==> images/final_clocks.png <==
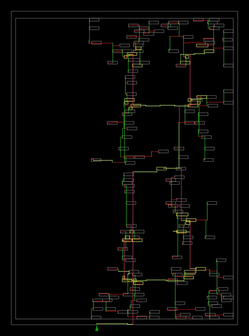
==> images/pins.png <==
Bar = 50 µm. Pins as bars across the die edge, other pins in gray.
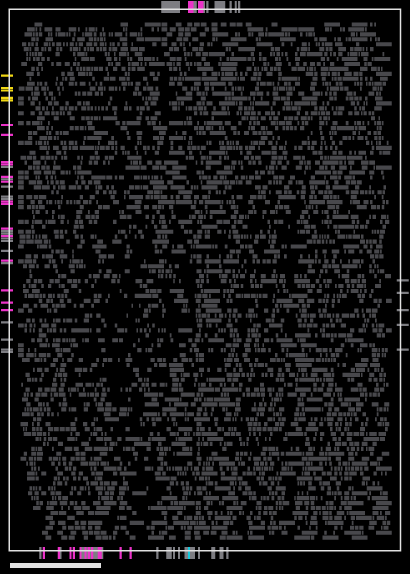
==> images/registers.png <==
Bar = 50 µm. Other sequential cells in the stronger gray, the rest of the logic in the fainter gray.
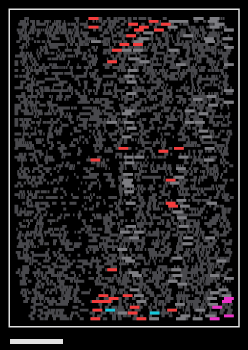
===== src/rtl/alu_pkg.sv =====
// Shared op encodings, FSM states and op classification for the sequential ALU.
package alu_pkg;

  typedef enum logic [4:0] {
    OpAdd    = 5'd0,
    OpSub    = 5'd1,
    OpSll    = 5'd2,
    OpSlt    = 5'd3,
    OpSltu   = 5'd4,
    OpXor    = 5'd5,
    OpSrl    = 5'd6,
    OpSra    = 5'd7,
    OpOr     = 5'd8,
    OpAnd    = 5'd9,
    OpMul    = 5'd16,
    OpMulh   = 5'd17,
    OpMulhsu = 5'd18,
    OpMulhu  = 5'd19,
    OpDiv    = 5'd20,
    OpDivu   = 5'd21,
    OpRem    = 5'd22,
    OpRemu   = 5'd23
  } op_e;

  typedef enum logic [1:0] {
    StIdle,
    StBusy,
    StDone
  } state_e;

  localparam logic [4:0] NumBaseOps = 5'd10;

  // Multiply/divide ops occupy codes 16..23.
  function automatic logic is_md(logic [4:0] op);
    return op[4:3] == 2'b10;
  endfunction

  function automatic logic is_base(logic [4:0] op);
    return op < NumBaseOps;
  endfunction

endpackage


===== src/rtl/md_iter.sv =====
// Iterative multiply/divide: shift-add multiply and restoring divide on operand
// magnitudes, one bit per cycle for XLEN cycles, with sign correction on the way out.
module md_iter
  import alu_pkg::*;
#(
  parameter int unsigned XLEN = 32,
  parameter int unsigned SHW  = $clog2(XLEN)
) (
  input  logic            clk,
  input  logic            rst_n,
  input  logic            start,
  input  logic [4:0]      op,
  input  logic [XLEN-1:0] a,
  input  logic [XLEN-1:0] b,
  output logic            done,
  output logic [XLEN-1:0] result
);

  localparam logic [SHW-1:0] LastCnt = SHW'(XLEN - 1);

  logic              busy_q;
  logic [SHW-1:0]    cnt_q;
  logic              div_q, neg_q, sel_q;
  logic [XLEN-1:0]   hi_q, lo_q, dv_q;
  logic [XLEN-1:0]   hi_d, lo_d;

  logic              a_sgn, b_sgn, sel_op, is_div, sa, sb, neg_op;
  logic [XLEN-1:0]   ma, mb;
  logic [XLEN:0]     sum, shifted;
  logic              ge;
  logic [2*XLEN-1:0] prod;
  logic [XLEN-1:0]   qr;

  // sel_op picks the high product half for MULH*, or the remainder for REM*.
  always_comb begin
    a_sgn  = 1'b0;
    b_sgn  = 1'b0;
    sel_op = 1'b0;
    case (op)
      OpMulh:   begin a_sgn = 1'b1; b_sgn = 1'b1; sel_op = 1'b1; end
      OpMulhsu: begin a_sgn = 1'b1; sel_op = 1'b1; end
      OpMulhu:  sel_op = 1'b1;
      OpDiv:    begin a_sgn = 1'b1; b_sgn = 1'b1; end
      OpRem:    begin a_sgn = 1'b1; b_sgn = 1'b1; sel_op = 1'b1; end
      OpRemu:   sel_op = 1'b1;
      default:  ;
    endcase
  end

  assign is_div = op[2];
  assign sa     = a_sgn & a[XLEN-1];
  assign sb     = b_sgn & b[XLEN-1];
  assign ma     = sa ? -a : a;
  assign mb     = sb ? -b : b;
  // Remainder follows the dividend; a zero divisor keeps the quotient all-ones.
  assign neg_op = (is_div && sel_op) ? sa : ((sa ^ sb) && !(is_div && (b == '0)));

  always_comb begin
    sum     = {1'b0, hi_q} + (lo_q[0] ? {1'b0, dv_q} : '0);
    shifted = {hi_q, lo_q[XLEN-1]};
    ge      = shifted >= {1'b0, dv_q};
    if (div_q) begin
      hi_d = ge ? (shifted[XLEN-1:0] - dv_q) : shifted[XLEN-1:0];
      lo_d = {lo_q[XLEN-2:0], ge};
    end else begin
      hi_d = sum[XLEN:1];
      lo_d = {sum[0], lo_q[XLEN-1:1]};
    end
  end

  // Result reflects the step being taken this cycle, so it is final when done is high.
  always_comb begin
    prod = neg_q ? -{hi_d, lo_d} : {hi_d, lo_d};
    qr   = sel_q ? hi_d : lo_d;
    if (neg_q) begin
      qr = -qr;
    end
    result = div_q ? qr : (sel_q ? prod[2*XLEN-1:XLEN] : prod[XLEN-1:0]);
  end

  assign done = busy_q && (cnt_q == LastCnt);

  always_ff @(posedge clk or negedge rst_n) begin
    if (!rst_n) begin
      busy_q <= 1'b0;
      cnt_q  <= '0;
      div_q  <= 1'b0;
      neg_q  <= 1'b0;
      sel_q  <= 1'b0;
      hi_q   <= '0;
      lo_q   <= '0;
      dv_q   <= '0;
    end else if (start) begin
      busy_q <= 1'b1;
      cnt_q  <= '0;
      div_q  <= is_div;
      neg_q  <= neg_op;
      sel_q  <= sel_op;
      hi_q   <= '0;
      lo_q   <= ma;
      dv_q   <= mb;
    end else if (busy_q) begin
      hi_q  <= hi_d;
      lo_q  <= lo_d;
      cnt_q <= cnt_q + SHW'(1);
      if (done) begin
        busy_q <= 1'b0;
      end
    end
  end

endmodule


===== src/rtl/seq_alu_md.sv =====
// Sequential RV-style ALU with M extension: single-cycle base ops, iterative
// multiply/divide, one transaction in flight with a valid/ready handshake on each side.
module seq_alu_md
  import alu_pkg::*;
#(
  parameter int unsigned XLEN = 32,
  parameter int unsigned SHW  = $clog2(XLEN)
) (
  input  logic            clk,
  input  logic            rst_n,
  input  logic            in_valid,
  output logic            in_ready,
  input  logic [4:0]      op,
  input  logic [XLEN-1:0] a,
  input  logic [XLEN-1:0] b,
  output logic            out_valid,
  input  logic            out_ready,
  output logic [XLEN-1:0] result,
  output logic            zero,
  output logic            illegal
);

  state_e          state_q, state_d;
  logic            armed_q;
  logic [XLEN-1:0] result_q, result_d;
  logic            zero_q, zero_d;
  logic            illegal_q, illegal_d;

  logic            accept, op_md, op_legal, md_start, md_done;
  logic [XLEN-1:0] base_res, md_res;
  logic [SHW-1:0]  shamt;

  // armed_q keeps in_ready low through reset and until the first clock after release.
  assign in_ready  = (state_q == StIdle) && armed_q;
  assign accept    = in_valid && in_ready;
  assign op_md     = is_md(op);
  assign op_legal  = op_md || is_base(op);
  assign md_start  = accept && op_md;
  assign shamt     = b[SHW-1:0];

  assign out_valid = (state_q == StDone);
  assign result    = result_q;
  assign zero      = zero_q;
  assign illegal   = illegal_q;

  always_comb begin
    base_res = '0;
    case (op)
      OpAdd:   base_res = a + b;
      OpSub:   base_res = a - b;
      OpSll:   base_res = a << shamt;
      OpSlt:   base_res = {{(XLEN-1){1'b0}}, ($signed(a) < $signed(b))};
      OpSltu:  base_res = {{(XLEN-1){1'b0}}, (a < b)};
      OpXor:   base_res = a ^ b;
      OpSrl:   base_res = a >> shamt;
      OpSra:   base_res = $unsigned($signed(a) >>> shamt);
      OpOr:    base_res = a | b;
      OpAnd:   base_res = a & b;
      default: base_res = '0;
    endcase
  end

  md_iter #(
    .XLEN (XLEN),
    .SHW  (SHW)
  ) u_md_iter (
    .clk    (clk),
    .rst_n  (rst_n),
    .start  (md_start),
    .op     (op),
    .a      (a),
    .b      (b),
    .done   (md_done),
    .result (md_res)
  );

  always_comb begin
    state_d   = state_q;
    result_d  = result_q;
    zero_d    = zero_q;
    illegal_d = illegal_q;
    unique case (state_q)
      StIdle: begin
        if (accept) begin
          if (op_md) begin
            state_d = StBusy;
          end else begin
            state_d   = StDone;
            result_d  = base_res;
            zero_d    = (base_res == '0);
            illegal_d = !op_legal;
          end
        end
      end
      StBusy: begin
        if (md_done) begin
          state_d   = StDone;
          result_d  = md_res;
          zero_d    = (md_res == '0);
          illegal_d = 1'b0;
        end
      end
      StDone: begin
        if (out_ready) begin
          state_d = StIdle;
        end
      end
      default: state_d = StIdle;
    endcase
  end

  always_ff @(posedge clk or negedge rst_n) begin
    if (!rst_n) begin
      state_q   <= StIdle;
      armed_q   <= 1'b0;
      result_q  <= '0;
      zero_q    <= 1'b1;
      illegal_q <= 1'b0;
    end else begin
      state_q   <= state_d;
      armed_q   <= 1'b1;
      result_q  <= result_d;
      zero_q    <= zero_d;
      illegal_q <= illegal_d;
    end
  end

endmodule


===== config.mk =====
export PLATFORM = sky130hd
export DESIGN_NAME = seq_alu_md
export DESIGN_NICKNAME = d
export VERILOG_FILES = /design/src/rtl/alu_pkg.sv /design/src/rtl/md_iter.sv /design/src/rtl/seq_alu_md.sv
export SDC_FILE = /design/constraint.sdc
export NUM_CORES = 1
export LEC_CHECK = 0
export CORE_ASPECT_RATIO = 1.4
export CORE_MARGIN = 4
export CORE_UTILIZATION = 45
export DETAILED_ROUTE_END_ITERATION = 10
export REMOVE_ABC_BUFFERS = 1
export SETUP_SLACK_MARGIN = 0.15
export SLEW_MARGIN = 20
export SYNTH_ARGS = -nofsm -noshare
export SYNTH_HDL_FRONTEND = slang
export SYNTH_HIERARCHICAL = 1
export SYNTH_SLANG_ARGS = --single-unit

===== constraint.sdc =====
create_clock -name clk -period 13.8 [get_ports clk]
set_clock_uncertainty 0.1 [all_clocks]
set_input_delay 1.38 -clock clk [delete_from_list [all_inputs] [get_ports clk]]
set_output_delay 1.38 -clock clk [all_outputs]
set_load 0.01 [all_outputs]

==> run summary <==
Flow results are below.

- The library cells used most frequently in the layout, excluding fill and tap cells, are nor2_1, a21oi_1, nand2_1.
- The most frequent logic cell in the layout is nor2_1, for reference.
- The run finished with clean final reports.
- Counting flops with a built-in enable in the synthesized netlist gives 0.
- The endpoint of the lowest-slack register-to-register path is zero$_DFFE_PN1P_, for reference.
- Of the total power, registers draw 0.123.
- The most common cell in the synthesized netlist is nor2_1.
- In this run the VDD rail shows a maximum IR drop of 0.1285 mV.
- The synthesis-stage register bit count is 142, for reference.
- STA lists the maximum fanout along the critical path as 22.
- In the per-layer summary, the met1 wirelength comes to 48960 µm.
- In this run, power in combinational logic comes to 5.60 mW.
- Looking at the group totals, the largest power group turns out to be combinational logic.
- The normalized max-slew margin is 0.1683, for reference.
- The final-report max-slew violation count is 0, for reference.
- The part of the power in the clock network is 0.073, for reference.
- The detailed route wirelength on metal2 is 65760 µm, for reference.
- The power report lists the sequential group at 0.859 mW.
- In this run the layout overhead on the synthesized area is reported as 7.975%.
- Per the post-synthesis report, the number of cells in the design is 3710.
- The filler cells instantiated in the layout total 6057.
- The number of buffers inserted to repair setup after CTS is 0, for reference.
- The worst path needs 8.333 ns of the cycle, external delays included.
- The worst setup path is captured at a flip-flop.
- In this run the power density over the cells is 239.4 nW/µm².
- The number of tap instances is 749, for reference.
- The total overflow left after global routing is 0.
- Yosys reports a chip area of 26970 µm².
- The area fraction in xor and xnor cells is 0.05001, for reference.
- The number of placed cells counting well taps is 4390, for reference.
- The post-layout utilization of the core is 0.4937, for reference.
- The tool flagged a number of max-cap violations equal to 0.
- The number of cells on the critical path is 22, for reference.
- The data required time reported for the critical path is 14.09 ns.
- The cell taking the most area after synthesis is dfrtp_1, for reference.
- The maximum single-stage delay on the critical path is 1.02 ns, for reference.
- The clock tree from TritonCTS is built, for reference.
- The worst hold slack after final layout is 0.3821 ns, for reference.
- The final non-filler cell area is 29120 µm², for reference.
About final_clocks.png:
power of the clock network: 0.511 mW
final sequential cell count: 142
later-pin clock latency in the skew report: 0.47 ns
number of clock sinks seen by CTS: 142

About pins.png:
in_ready -> cyan  # pins 1, direction output, edge bottom
op -> yellow  # pins 5, direction input, edge left
a -> magenta  # pins 32, direction input, edge 14 left, 12 bottom, 6 top
all pins by edge = 40 bottom, 34 left, 30 top, 5 right
number of buffers inserted by port buffering: 108
Die Span X: 214.9 µm
vertical extent of the die: 297.7 µm

About registers.png:
state_q -> cyan  # flops 2
u_md_iter/cnt_q -> magenta  # flops 5, where bottom right
result -> red  # flops 32

No activity file was given, so power comes from the tool's default toggle rates.
